**Signal wires on met2**

Bar = 50 um.
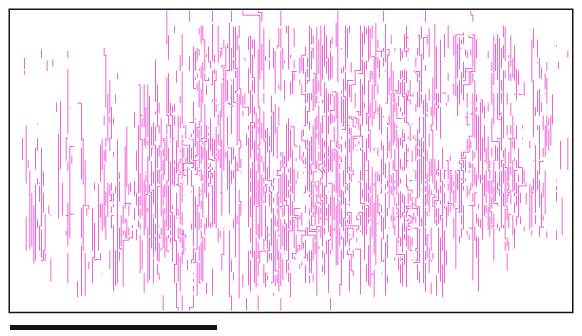
**Cell placement**

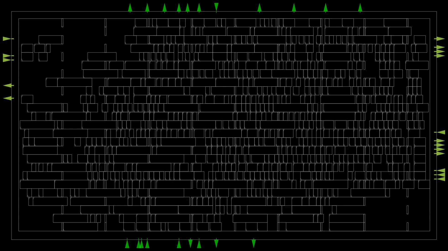
$ cat config.mk
export PLATFORM = sky130hd
export DESIGN_NAME = mbist_fault_log
export DESIGN_NICKNAME = d
export VERILOG_FILES = /design/src/rtl/mbist_fault_log.sv
export SDC_FILE = /design/constraint.sdc
export NUM_CORES = 1
export LEC_CHECK = 0
export ABC_AREA = 1
export CAP_MARGIN = 20
export CORE_AREA = 2 2 134 71
export CTS_CLUSTER_DIAMETER = 30
export DETAILED_ROUTE_END_ITERATION = 16
export DIE_AREA = 0 0 136 73
export GPL_ROUTABILITY_DRIVEN = 0
export HOLD_SLACK_MARGIN = 0.03
export PLACE_DENSITY = 0.95
export REMOVE_ABC_BUFFERS = 1
export SLEW_MARGIN = 20
export SYNTH_ARGS = -nofsm -noshare
export SYNTH_HDL_FRONTEND = slang
export SYNTH_SLANG_ARGS = --single-unit
$ cat constraint.sdc
create_clock -name clk -period 8.35 [get_ports clk]
set_clock_uncertainty 0.05 [all_clocks]
set_input_delay 1.67 -clock clk [delete_from_list [all_inputs] [get_ports clk]]
set_output_delay 1.67 -clock clk [all_outputs]
set_load 0.05 [all_outputs]
$ cat src/rtl/mbist_fault_log.sv
// MBIST fault log: captures distinct failing cells, then runs
// a one-spare-row / one-spare-column redundancy analysis.
module mbist_fault_log #(
  parameter int ADDR_W = 3,
  parameter int BIT_W  = 3,
  parameter int DEPTH  = 8,
  localparam int CW = $clog2(DEPTH + 1),
  localparam int IW = $clog2(DEPTH)
) (
  input  logic              clk,
  input  logic              reset,
  input  logic              start,
  input  logic              err_valid,
  input  logic [ADDR_W-1:0] err_addr,
  input  logic [BIT_W-1:0]  err_bit,
  input  logic              bist_done,
  output logic [CW-1:0]     fault_count,
  output logic              log_full,
  output logic              log_overflow,
  input  logic [IW-1:0]     rd_idx,
  output logic              rd_valid,
  output logic [ADDR_W-1:0] rd_addr,
  output logic [BIT_W-1:0]  rd_bit,
  output logic              repair_done,
  output logic              repair_ok,
  output logic              row_used,
  output logic [ADDR_W-1:0] row_addr,
  output logic              col_used,
  output logic [BIT_W-1:0]  col_bit
);

  typedef enum logic [1:0] {
    LOG, SCAN_ROW, SCAN_COL, DONE
  } state_t;

  state_t state;

  logic [ADDR_W-1:0] log_addr [DEPTH];
  logic [BIT_W-1:0]  log_bit  [DEPTH];

  logic start_q, bist_q;
  logic start_edge, bist_edge;

  logic [IW-1:0]     idx;
  logic              seen, fail;
  logic [ADDR_W-1:0] lat_a;
  logic [BIT_W-1:0]  lat_b;

  logic              hit, log_en, ovf_set, ovf_next;
  logic [CW-1:0]     n_next;
  logic [ADDR_W-1:0] cur_addr, cand_row, lat_a_n;
  logic [BIT_W-1:0]  cur_bit, cand_col, lat_b_n;
  logic              other, seen_n, fail_n, last;

  assign start_edge = start & ~start_q;
  assign bist_edge  = bist_done & ~bist_q;

  assign log_full = (fault_count == CW'(DEPTH));
  assign rd_valid = (CW'(rd_idx) < fault_count);
  assign rd_addr  = log_addr[rd_idx];
  assign rd_bit   = log_bit[rd_idx];

  always_comb begin
    hit = 1'b0;
    for (int i = 0; i < DEPTH; i++) begin
      if (CW'(i) < fault_count &&
          log_addr[i] == err_addr &&
          log_bit[i] == err_bit)
        hit = 1'b1;
    end
  end

  assign log_en  = (state == LOG) & err_valid & ~hit & ~log_full;
  assign ovf_set = (state == LOG) & err_valid & ~hit & log_full;
  assign n_next  = fault_count + CW'(log_en);
  assign ovf_next = log_overflow | ovf_set;

  // One entry per cycle; the current entry's vote is folded in here
  // so the final index can decide without an extra cycle.
  always_comb begin
    cur_addr = log_addr[idx];
    cur_bit  = log_bit[idx];
    cand_row = log_addr[0];
    cand_col = log_bit[0];
    lat_a_n  = lat_a;
    lat_b_n  = lat_b;
    fail_n   = fail;
    if (state == SCAN_ROW) begin
      other = (cur_addr != cand_row);
      if (other && !seen) lat_b_n = cur_bit;
      if (other && seen && cur_bit != lat_b) fail_n = 1'b1;
    end else begin
      other = (cur_bit != cand_col);
      if (other && !seen) lat_a_n = cur_addr;
      if (other && seen && cur_addr != lat_a) fail_n = 1'b1;
    end
    seen_n = seen | other;
    last   = (CW'(idx) == fault_count - CW'(1));
  end

  always_ff @(posedge clk) begin
    start_q <= start;
    bist_q  <= bist_done;
    if (reset || start_edge) begin
      state        <= LOG;
      fault_count  <= '0;
      log_overflow <= 1'b0;
      repair_done  <= 1'b0;
      repair_ok    <= 1'b0;
      row_used     <= 1'b0;
      row_addr     <= '0;
      col_used     <= 1'b0;
      col_bit      <= '0;
      idx          <= '0;
      seen         <= 1'b0;
      fail         <= 1'b0;
      lat_a        <= '0;
      lat_b        <= '0;
      for (int i = 0; i < DEPTH; i++) begin
        log_addr[i] <= '0;
        log_bit[i]  <= '0;
      end
    end else begin
      unique case (state)
        LOG: begin
          if (log_en) begin
            log_addr[fault_count[IW-1:0]] <= err_addr;
            log_bit[fault_count[IW-1:0]]  <= err_bit;
            fault_count <= fault_count + CW'(1);
          end
          if (ovf_set) log_overflow <= 1'b1;
          if (bist_edge) begin
            idx   <= '0;
            seen  <= 1'b0;
            fail  <= 1'b0;
            lat_a <= '0;
            lat_b <= '0;
            if (ovf_next || n_next == '0) begin
              state       <= DONE;
              repair_done <= 1'b1;
              repair_ok   <= ~ovf_next;
            end else begin
              state <= SCAN_ROW;
            end
          end
        end
        SCAN_ROW: begin
          idx   <= idx + IW'(1);
          seen  <= seen_n;
          fail  <= fail_n;
          lat_b <= lat_b_n;
          if (last) begin
            idx   <= '0;
            seen  <= 1'b0;
            fail  <= 1'b0;
            lat_a <= '0;
            if (!fail_n) begin
              state       <= DONE;
              repair_done <= 1'b1;
              repair_ok   <= 1'b1;
              row_used    <= 1'b1;
              row_addr    <= cand_row;
              col_used    <= seen_n;
              col_bit     <= lat_b_n;
            end else begin
              state <= SCAN_COL;
            end
          end
        end
        SCAN_COL: begin
          idx   <= idx + IW'(1);
          seen  <= seen_n;
          fail  <= fail_n;
          lat_a <= lat_a_n;
          if (last) begin
            state       <= DONE;
            repair_done <= 1'b1;
            repair_ok   <= ~fail_n;
            col_used    <= ~fail_n;
            col_bit     <= fail_n ? '0 : cand_col;
            row_used    <= ~fail_n & seen_n;
            row_addr    <= fail_n ? '0 : lat_a_n;
          end
        end
        DONE: begin
        end
      endcase
    end
  end

endmodule
==> run_results.csv <==
group,metric,value,unit
outcome,run_status,"complete, no violations",
die,row_count,25,
place,post-dp-hpwl,12100,um
clocking,cts_tree,"built",
critical_path,setup.worst_path.class,"input pin to primary output",
layout,finalNetCount,828,
detailed_routing,detail_route.drc_violations,0,
clocking,clock_latency_late_sink,0.35,ns
critical_path,critical_path.n_buffers_inverters,3,
hold_path,worst_hold_path_endpoint,"repair_done$_SDFFE_PP0P_",
synth,yosysWarnings,0,
layout,final_layout_top_logic_cells,"nand2_1, inv_1, nor2_1, nand3_1, edfxtp_1",
critical_path,path_cells,"clkdlybuf4s50_1, clkinv_1, a21oi_1, o21ai_0, a31oi_1, clkdlybuf4s50_1",
layout,layout.sequential_cells,81,
layout,inverters_excl_clock,106,
clocking,numClockSinks,81,
layout,nMultiInputCombCells,565,
pwr,seq_power_share,0.331,
synth,yosys.stat.chipArea,5500,um^2
grt,largest_net_degree_at_the_start_of_global_routing,32,
layout,biggestCellCategory,"logic gates",
pwr,clock_power_share,0.310,
synth,synth_top_cell_by_count,"nand2_1",
critical_path,critical_path_required,6.63,ns
timing,timing_worst_slew_pin_value,0.998,ns
critical_path,worst_ep_arrival_time,5.08,ns
critical_path,setup.reg_to_reg.worst_slack,4.35,ns
detailed_routing,drt.antenna.violating_nets,0,
critical_path,path_depth,6,
timing,grt_setup_unrepaired,"no",
layout,non_clock_buffer_area_share,0.0606,
synth,top_cell_area_share,0.262,
timing,timing.setup.tns,0,ns
layout,final_common_cell,"nand2_1",
hold_path,hold_class,"register to register",
synth,synth.yosys.seq_area_share,0.382,
timing,pins_over_their_slew_limit,0,
clocking,cts_resized,0,
die,initial_utilization,0.615,
grt,grt_first_pass_wirelength,26300,um
hold_path,min_delay_path_depth,2,
grt,global_route.usage.total,0.357,
critical_path,crit_path_max_incr_delay,1.13,ns
critical_path,path_delay_family,"buffers and inverters",
clocking,htree_levels,3,
layout,register_area,2100,um^2
pwr,p_sw,0.603,mW
critical_path,timing.reg2reg.worst_path_depth,22,
die,floorplan.die_area,9930,um^2
grt,global_route_congestion_overflow_total,0,
detailed_routing,drt-wirelength-per-cell,18.5,um
synth,postSynthCellCount,783,
timing,clock_period_minus_worst_slack,6.80,ns
layout,sh_comb_area,0.455,
clocking,postCtsSetupRepairBufs,0,
pwr,cell_pwr_density,247,nW/um^2
critical_path,setup.worst_path.start,"rd_idx[0]",
flow_run,max_cap_viol_count,0,
timing,setup_viol_count_final,0,
critical_path,crit_reg_reg_startpoint,"fault_count[0]$_SDFFE_PP0P_",
layout,drive_gt1_frac,0.0533,
clocking,cts_max_path_buffers,2,
pwr,comb_power_share,0.359,
synth,ys_async_sr_fraction,0,
clocking,numCtsBuffers,9,
critical_path,cp-end-kind,"primary output",
synth,syn_area,5500,um^2
## Picture notes: 'signal wires on met2'
The layer holds 39% of the routed length. The wires run mostly vertical. The longest straight run is 34.7 um. 670 nets have wire on it.
routed wire length: 17100 um
total via count in the routed design: 5654
met2 routing resource usage after global routing: 0.501

## Picture notes: 'cell placement'
Core ar.: 8950 um^2
final standard cell utilization of the core: 0.693

-- per-layer routing --
layer,vias up,global-route usage,part of all wire
li1,2586,-,-
met1,2538,0.487,0.40
met2,460,0.501,0.39
met3,66,0.174,0.18
met4,4,0.0845,0.027
met5,-,0.0606,0.0067
-- worst min-delay path, stage by stage, from the launching register on --
cell,delay (ns)
dfxtp_1,0.31
inv_1,0.05
a21oi_1,0.05
-- metrics by stage --
stage | std cells | power, mW | instance area (um^2) | hold WS, ns | worst slack (ns)
final | 927 | 1.53 | 6200 | 0.411 | 1.55
after detailed placement | 911 | 1.04 | 5850 | 0.396 | 1.76
after CTS | 927 | 1.51 | 6200 | 0.413 | 1.73
after global routing | 927 | 1.60 | 6200 | 0.457 | 1.36
after global placement | 911 | 1.02 | 5850 | 0.396 | 1.85
after floorplan | 752 | 0.884 | 5320 | 0.408 | 3.31
-- power by group through the flow --
stage / Combinational [mW] / Sequential, mW / Clock (mW)
after floorplan: 0.357 / 0.527 / 0
after global placement: 0.508 / 0.511 / 0
after detailed placement: 0.523 / 0.512 / 0
after CTS: 0.532 / 0.504 / 0.473
after global routing: 0.599 / 0.510 / 0.489
final: 0.550 / 0.507 / 0.476
-- cell families (layout without fill, tap and decap cells) --
| kind of cell | after synthesis | in the layout | share of synthesized area |
|---|---|---|---|
| DFF | 81 | 81 | 0.382 |
| AOI/OAI and AO/OA | 115 | 115 | 0.118 |
| xor gates and xnor gates | 26 | 26 | 0.0414 |
| adders and majority gates | 13 | 13 | 0.0296 |
| and+or+nand+nor | 411 | 411 | 0.322 |
| buffers and inverters | 137 | 160 | 0.107 |
Power is estimated from default activity; no workload was simulated.
